Design mvu_weight_loader, sky130hd; sources not shown.
Figure 1. Clock routing.
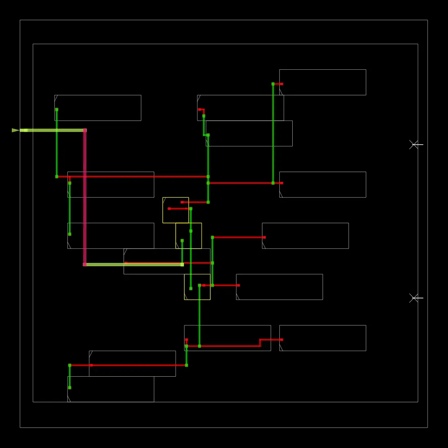
number of flip-flops and latches: 14
Clk. pwr: 0.0000846 W
number of buffers inserted during clock tree synthesis: 3
worst-skew pair later-pin latency: 260 ps

Figure 2. Placement by cell class.
Fill, decap, tap and diode cells in gray.
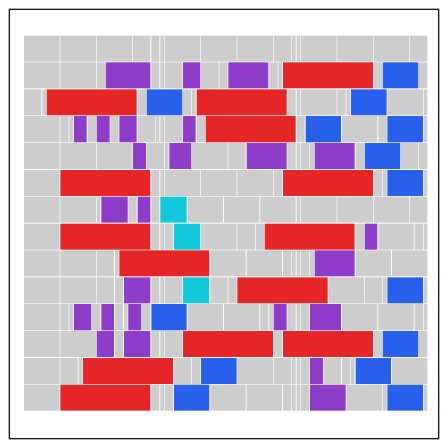
- red: registers (cells 14; share of their area 52%)
- cyan: clock-net drivers (cells 3; share of their area 3.3%)
- purple: remaining logic cells (cells 25; share of their area 24%)
- blue: remaining buffers and delay cells (cells 14; share of their area 21%)
Util after Layout: 0.446
number of placement rows: 14
final instance area: 696 µm²
CORE AREA: 1560 µm²
share of the final layout cell area in sequential cells: 0.504

Figure 3. Sizing map.
The bar under the picture is 10 µm long.
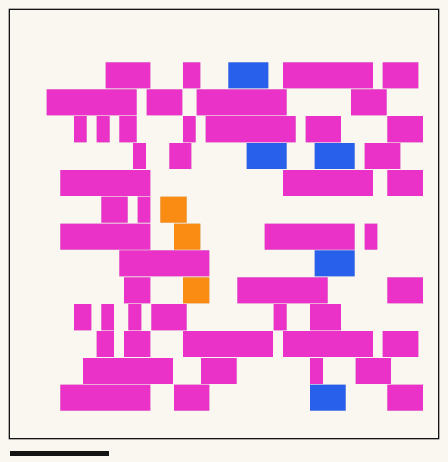
- orange: x3 and x4 (cells 3)
- magenta: x1 and smaller (cells 48)
- blue: x2 (cells 5)
post-layout worst setup margin: 1020 ps
area growth from synthesis to final layout: 35.6%
buffer count excluding the clock tree in the final layout: 14

Figure 4. Selected gate families.
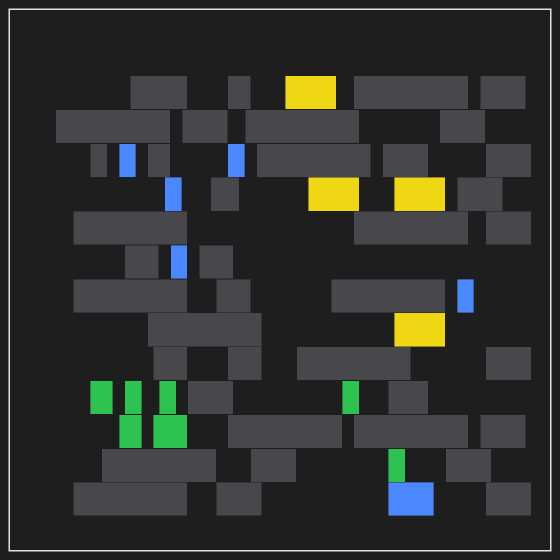
- green: nor cells (cells 7; most used nor2_1)
- yellow: mux cells (cells 4; most used mux2_2)
- blue: nand cells (cells 6; most used nand2_1)
combinational fraction of the cell area: 0.228
tally of non-filler cells in the final layout: 72

==> commit_impl_results.txt <==
Store results of the implementation flow

* Status: finished, violations left
- The checks that failed: DRC.
* Least-Margin Pin Slew: 631 ps
- The first global-routing pass estimated 1860 µm of wire.
- Syn. warnings: 0
- Met2 usage in global routing: 0.242
- The finished design was reported to have a net count of 65.
- Number of nets at floorplan: 46
- In the hold timing report, the worst path depth is 1.
* Clock buffers: 3
- Dominant register cell in the synthesized netlist: dfrtp_1
- Clock H-tree levels: 1
* CTS Hold Buffers Added: 0
- Combinational cell area excluding buffers and inverters: 159 µm²
- CTS reports a maximum clock tree buffer depth of 2.
* Highest Clock Rate: 404 MHz
- The initial utilization of the core area, before any placement, comes to 0.329.
* Routed metal-1 wirelength: 429 µm
* Non-clock buffer share of cell area: 0.201
- The power report attributes to the sequential group a share of 0.479.
- Relative area of clock buffers and inverters in the final design: 0.0324
* Aoi share: 0.0488
- Entering global routing, the biggest net connects 15 pins.
- RSZ-0062 raised after global routing: no
* Number of pins exceeding their max-slew limit in the final report: 0
- Remaining design rule violation count: 4
* Share of power burned in combinational logic: 0.363
- Setup total negative slack on the finished layout was measured at 0 ps.
* Final Hold Violation Tally: 0
- The slowest stage of the critical path is the clkdlybuf4s50_1 cell.
- The worst setup path is launched from a flop.
- Buffer type at the clock tree root: clkbuf_4
- Area share of the largest cell type after synthesis: 0.683
- Path category of the worst min-delay check: reg2reg
* Data arrival at the endpoint of the critical path: 1230 ps
* I/O pin count: 15
- The synthesized netlist contains 13 unique library cells.
- Top Usage Layer GRT: met2
- For reference, the critical path cell chain is clkdlybuf4s50_1.
* Well Taps: 16
- The number of cells reported by Yosys stat comes to 39.
- IO buf count: 14
- The synthesized netlist handed to floorplanning was reported with a cell count of 39.
* Worst vdd rail ir drop: 0.000291 V
- The number of warnings reported in the stage logs is 26.
- Of the total synthesized cell area, the portion taken by full adders, half adders and majority gates is 0.0244.
- Drt first-iter violations: 4
- Number of nets with antenna violations after routing: 0
* Worst-path clk slew: 80 ps
- Among all cell classes, the greatest summed area belongs to sequential cells.
- Top logic cells by instance count in the layout: 14 x dfrtp_1, 14 x clkdlybuf4s50_1, 5 x nand2_1
- Post-CTS repair ended up resizing 0 cells.
Power is estimated from default activity; no workload was simulated.
